### src/rtl/rvh_noc_pkg.sv
// rvh_noc_pkg: shared NoC types plus DAMQ slot-index helpers; shared pool gated by INPUT_PORT_DAMQ_SHARED_POOL_EN.
package rvh_noc_pkg;
  localparam int VC_ID_NUM_MAX_W = 4;
  localparam int DAMQ_SLOT_IDX_MAX_W = 8;
  typedef struct packed {
    logic [3:0] src_id;
    logic [2:0] opcode;
    logic       tail;
  } flit_dec_t;
  typedef logic [DAMQ_SLOT_IDX_MAX_W-1:0] damq_slot_idx_t;
  function automatic int damq_slot_w(input int depth);
    return (depth > 1) ? $clog2(depth) : 1;
  endfunction
`ifdef INPUT_PORT_DAMQ_SHARED_POOL_EN
  localparam bit DAMQ_SHARED_POOL_EN = 1'b1;
`else
  localparam bit DAMQ_SHARED_POOL_EN = 1'b0;
`endif
endpackage

### src/rtl/freelist.sv
// freelist: circular FIFO of free slot indices, holding every index 0..ENTRY_COUNT-1 after reset.
module freelist
  import rvh_noc_pkg::*;
#(
  parameter int ENTRY_COUNT = 8,
  localparam int IDX_W = damq_slot_w(ENTRY_COUNT)
) (
  input  logic             clk,
  input  logic             rst,
  input  logic             alloc_i,
  output logic             alloc_vld_o,
  output logic [IDX_W-1:0] alloc_idx_o,
  input  logic             free_i,
  input  logic [IDX_W-1:0] free_idx_i
);
  logic [IDX_W-1:0] fifo_q [ENTRY_COUNT];
  logic [IDX_W-1:0] rd_q, wr_q;
  logic [IDX_W:0]   cnt_q;
  logic             do_pop;
  function automatic logic [IDX_W-1:0] inc(input logic [IDX_W-1:0] p);
    return (p == IDX_W'(ENTRY_COUNT - 1)) ? '0 : p + 1'b1;
  endfunction
  assign alloc_vld_o = cnt_q != '0;
  assign alloc_idx_o = fifo_q[rd_q];
  assign do_pop      = alloc_i && alloc_vld_o;
  always_ff @(posedge clk or posedge rst) begin
    if (rst) begin
      for (int i = 0; i < ENTRY_COUNT; i++) fifo_q[i] <= IDX_W'(i);
      rd_q  <= '0;
      wr_q  <= '0;
      cnt_q <= (IDX_W+1)'(ENTRY_COUNT);
    end else begin
      if (free_i) begin
        fifo_q[wr_q] <= free_idx_i;
        wr_q         <= inc(wr_q);
      end
      if (do_pop) rd_q <= inc(rd_q);
      cnt_q <= cnt_q + (IDX_W+1)'(free_i) - (IDX_W+1)'(do_pop);
    end
  end
endmodule

### src/rtl/input_port_damq.sv
// input_port_damq: dynamically allocated multi-queue input buffer with per-VC linked lists and credit return.
// Optional shared pool enabled by INPUT_PORT_DAMQ_SHARED_POOL_EN; otherwise each VC is capped at VC_RSV_DEPTH.
module input_port_damq
  import rvh_noc_pkg::*;
#(
  parameter type flit_payload_t = logic [256-1:0],
  parameter int  VC_NUM         = 4,
  parameter int  VC_RSV_DEPTH   = 2,
  parameter int  SHARED_DEPTH   = 4,
  localparam int SHARED_EFF     = DAMQ_SHARED_POOL_EN ? SHARED_DEPTH : 0,
  localparam int TOTAL_DEPTH    = VC_NUM * VC_RSV_DEPTH + SHARED_EFF,
  localparam int SLOT_W         = damq_slot_w(TOTAL_DEPTH),
  localparam int VC_IDX_W       = damq_slot_w(VC_NUM)
) (
  input  logic                       clk,
  input  logic                       rst,
  input  logic                       flit_v_i,
  input  flit_payload_t              flit_i,
  input  flit_dec_t                  flit_dec_i,
  input  logic [VC_IDX_W-1:0]        flit_vc_id_i,
  output logic [VC_NUM-1:0]          vc_ctrl_head_vld_o,
  output flit_dec_t                  vc_ctrl_head_o [VC_NUM],
  output flit_payload_t              vc_data_head_o [VC_NUM],
  input  logic                       deq_v_i,
  input  logic [VC_IDX_W-1:0]        deq_vc_id_i,
  output logic                       lcrd_v_o,
  output logic [VC_ID_NUM_MAX_W-1:0] lcrd_id_o,
  output logic                       lcrd_shared_o,
  output logic [SLOT_W:0]            vc_occ_o [VC_NUM],
  output logic                       err_o
);
  typedef logic [SLOT_W-1:0] slot_t;
  typedef logic [SLOT_W:0]   occ_t;
  flit_payload_t              data_q [TOTAL_DEPTH];
  flit_dec_t                  ctrl_q [TOTAL_DEPTH];
  slot_t                      next_q [TOTAL_DEPTH];
  slot_t                      head_q [VC_NUM];
  slot_t                      tail_q [VC_NUM];
  occ_t                       occ_q  [VC_NUM];
  logic                       lcrd_v_q, lcrd_shared_q, err_q;
  logic [VC_ID_NUM_MAX_W-1:0] lcrd_id_q;
  logic                       fl_vld, enq_vc_ok, deq_vc_ok, enq_ok, deq_ok;
  logic                       same_vc, enq_to_head, deq_shared, shared_full;
  slot_t                      fl_idx;
  occ_t                       enq_occ, shared_used;
  if ((1 << VC_IDX_W) == VC_NUM) begin : g_pow2
    assign enq_vc_ok = 1'b1;
    assign deq_vc_ok = 1'b1;
  end else begin : g_npow2
    assign enq_vc_ok = 32'(flit_vc_id_i) < VC_NUM;
    assign deq_vc_ok = 32'(deq_vc_id_i) < VC_NUM;
  end
  // Shared usage is derived from occupancies so it can never drift from the lists.
  always_comb begin
    shared_used = '0;
    for (int v = 0; v < VC_NUM; v++)
      shared_used = shared_used + ((occ_q[v] > occ_t'(VC_RSV_DEPTH)) ? occ_q[v] - occ_t'(VC_RSV_DEPTH) : '0);
  end
  assign shared_full = shared_used == occ_t'(SHARED_EFF);
  assign enq_occ     = occ_q[flit_vc_id_i];
  assign deq_ok      = deq_v_i && deq_vc_ok && occ_q[deq_vc_id_i] != '0;
  assign enq_ok      = flit_v_i && enq_vc_ok && fl_vld && (enq_occ < occ_t'(VC_RSV_DEPTH) || !shared_full);
  assign same_vc     = flit_vc_id_i == deq_vc_id_i;
  assign enq_to_head = enq_occ == '0 || (deq_ok && same_vc && enq_occ == occ_t'(1));
`ifdef INPUT_PORT_DAMQ_SHARED_POOL_EN
  assign deq_shared = occ_q[deq_vc_id_i] > occ_t'(VC_RSV_DEPTH);
`else
  assign deq_shared = 1'b0;
`endif
  freelist #(
    .ENTRY_COUNT (TOTAL_DEPTH)
  ) u_freelist (
    .clk         (clk),
    .rst         (rst),
    .alloc_i     (enq_ok),
    .alloc_vld_o (fl_vld),
    .alloc_idx_o (fl_idx),
    .free_i      (deq_ok),
    .free_idx_i  (head_q[deq_vc_id_i])
  );
  always_ff @(posedge clk) begin
    if (enq_ok) begin
      data_q[fl_idx] <= flit_i;
      ctrl_q[fl_idx] <= flit_dec_i;
      if (!enq_to_head) next_q[tail_q[flit_vc_id_i]] <= fl_idx;
    end
  end
  always_ff @(posedge clk or posedge rst) begin
    if (rst) begin
      for (int v = 0; v < VC_NUM; v++) begin
        head_q[v] <= '0;
        tail_q[v] <= '0;
        occ_q[v]  <= '0;
      end
      lcrd_v_q      <= 1'b0;
      lcrd_id_q     <= '0;
      lcrd_shared_q <= 1'b0;
      err_q         <= 1'b0;
    end else begin
      // A one-entry VC dequeued while enqueued hands its head straight to the new slot.
      if (deq_ok && !(enq_ok && same_vc && enq_to_head)) head_q[deq_vc_id_i] <= next_q[head_q[deq_vc_id_i]];
      if (enq_ok) begin
        tail_q[flit_vc_id_i] <= fl_idx;
        if (enq_to_head) head_q[flit_vc_id_i] <= fl_idx;
      end
      for (int v = 0; v < VC_NUM; v++)
        occ_q[v] <= occ_q[v] + occ_t'(enq_ok && flit_vc_id_i == VC_IDX_W'(v))
                             - occ_t'(deq_ok && deq_vc_id_i == VC_IDX_W'(v));
      lcrd_v_q      <= deq_ok;
      lcrd_id_q     <= deq_ok ? VC_ID_NUM_MAX_W'(deq_vc_id_i) : '0;
      lcrd_shared_q <= deq_ok && deq_shared;
      err_q         <= err_q || (flit_v_i && !enq_ok) || (deq_v_i && !deq_ok);
    end
  end
  always_comb begin
    for (int v = 0; v < VC_NUM; v++) begin
      vc_ctrl_head_vld_o[v] = occ_q[v] != '0;
      vc_ctrl_head_o[v]     = ctrl_q[head_q[v]];
      vc_data_head_o[v]     = data_q[head_q[v]];
      vc_occ_o[v]           = occ_q[v];
    end
  end
  assign lcrd_v_o      = lcrd_v_q;
  assign lcrd_id_o     = lcrd_id_q;
  assign lcrd_shared_o = lcrd_shared_q;
  assign err_o         = err_q;
endmodule
### config.mk
export PLATFORM = sky130hd
export DESIGN_NAME = input_port_damq
export DESIGN_NICKNAME = d
export VERILOG_FILES = /design/src/rtl/rvh_noc_pkg.sv /design/src/rtl/freelist.sv /design/src/rtl/input_port_damq.sv
export SDC_FILE = /design/constraint.sdc
export NUM_CORES = 2
export LEC_CHECK = 0
export CORE_AREA = 2 2 577 579
export DETAILED_ROUTE_END_ITERATION = 8
export DIE_AREA = 0 0 579 581
export HOLD_SLACK_MARGIN = 0.06
export PLACE_DENSITY_LB_ADDON = 0.05
export SLEW_MARGIN = 20
export SYNTH_ARGS = -nofsm -noshare
export SYNTH_HDL_FRONTEND = slang
export SYNTH_SLANG_ARGS = --single-unit
export TNS_END_PERCENT = 10
### constraint.sdc
create_clock -name clk -period 17.8 [get_ports clk]
set_input_delay 4.45 -clock clk [delete_from_list [all_inputs] [get_ports clk]]
set_output_delay 4.45 -clock clk [all_outputs]
set_load 0.05 [all_outputs]
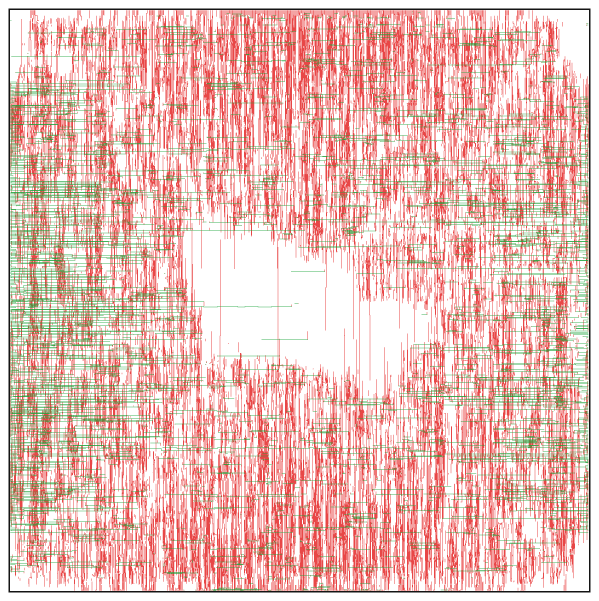
Figure 1: signal wires by layer.
Drawn at 1 px/um. Only two layers are drawn.
legend:
  green:
    layer: metal 3
    wire_length: 52.5 mm
  red:
    layer: metal 2
    wire_length: 239 mm

==> impl_metrics.json <==
{
  "dr.pass1.iters": 6,
  "clock_area_share_pct": 5.48,
  "final.period_utilization_pct": 60.0,
  "place.gp.congestion": 0.860,
  "fp_util_pct": 39.9,
  "stdcell_area_um2": 158000,
  "drive_gt1_share_pct": 27.9,
  "dp_hpwl_um": 302000,
  "clock_latency_ns": 0.93,
  "tritoncts": "yes",
  "use_met2_pct": 46.2,
  "synth-edff-count": 2136,
  "setup_ws_ns": 7.12,
  "wl_met2_um": 239000,
  "cts_resized": 0,
  "postCtsSetupBuffers": 0,
  "r2r_slack_ns": 10.02,
  "antenna_found_initial": 87,
  "crit_fanout": 87,
  "inverters": 56,
  "path_clk_slew_ns": 0.06,
  "yosysUniqueCellTypes": 60,
  "fin_worst_skew_ns": 0.0542,
  "synthTopCellsByArea": "edfxtp_1, mux4_2, nand2_1, dfrtp_1, clkbuf_1",
  "fillers": 28000,
  "min_path_type": "flop to flop",
  "comb_share_pct": 39.5,
  "grt.total_usage_pct": 29.9,
  "cp-end-kind": "output port",
  "grt_max_degree": 129,
  "worstHoldStart": "tail_q[0]$_DFFE_PP0P_",
  "min_period_ns": 10.68,
  "setup_viol": 0,
  "slew_headroom_pct": 4.07,
  "via_per_inst": 6.29,
  "seq_cell_count": 2214,
  "top_area_share_pct": 48.8,
  "antenna_cells": 47,
  "worst_setup_path_start_kind": "flop",
  "r2r_end": "data_q[7][236]$_DFFE_PP_",
  "largest_reg_flops": 2048,
  "syn-cell-area_um2": 132000,
  "cp_top_family": "buffers and inverters",
  "cts_sinks": 2214,
  "comb_area_um2": 62500,
  "fp-row-count": 211,
  "cp.arrival_ns": 6.23,
  "die-area_um2": 336000,
  "wirelength_met1_um": 192000,
  "drv_cap": 0,
  "cts_max_path_buffers": 4,
  "yosysWarnings": 0,
  "grt-ovfl-total": 0,
  "min_to": "tail_q[0]$_DFFE_PP0P_",
  "dp_slack_ns": 7.65,
  "tightestPinTransition_ns": 1.44,
  "top_cells_by_count": "nand2_1, edfxtp_1, mux4_2",
  "path_depth": 7,
  "ant_nets": 0,
  "status": "completed",
  "nNetsFinal": 9966,
  "most_common_cell": "nand2_1",
  "h-tree-depth": 5,
  "seq_area_um2": 66200,
  "first_global_vias": 89700,
  "first_iter_violations": 8757,
  "grt_first_pass_wirelength_um": 709000,
  "routed_wl_um": 511000,
  "placedCellCount": 13700,
  "max_stage_delay_ns": 1.02,
  "mux_share_pct": 37.0,
  "fin_setup_tns_ns": 0,
  "numSynthFlops": 2214,
  "logic_gate_count": 5605,
  "async_reset_ff_share_pct": 3.52
}
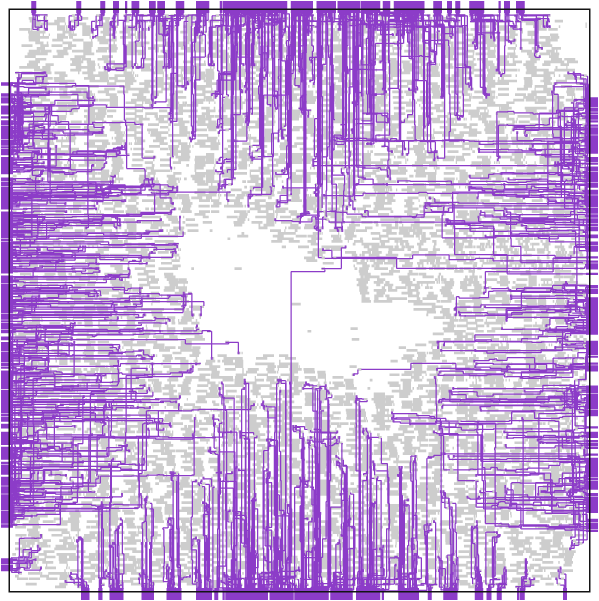
Figure 2: I/O nets highlighted.
Drawn at 1 px/um.
legend:
  purple:
    port: vc_data_head_o
    bits: 1024
    direction: output
    end_cells: 1024
    buffers: 1024
    wire: 106 mm

-- layout by cell type, fill, tap and decap left out, types with 5 or more instances in the layout --
cell type,n
nand2_1,3188
dfrtp_1,53
o21ai_0,5
clkbuf_1,67
clkinv_1,46
nand3_1,8
clkdlybuf4s50_1,1351
edfxtp_1,2136
nor3_1,11
nor4_1,5
mux4_2,2127
buf_4,100
nor2_4,8
nor2b_1,6
fa_1,11
dfstp_2,13
xnor2_1,6
a22oi_1,6
diode_2,47
mux2i_1,17
buf_12,37
ha_1,39
a21oi_1,11
xor2_1,10
clkinv_2,50
mux2_2,52
and2_1,5
a31oi_1,11
bufinv_16,21
clkbuf_16,282
clkinv_8,13
dfrtp_4,12
nor2_1,23
inv_1,50
nand2b_1,5
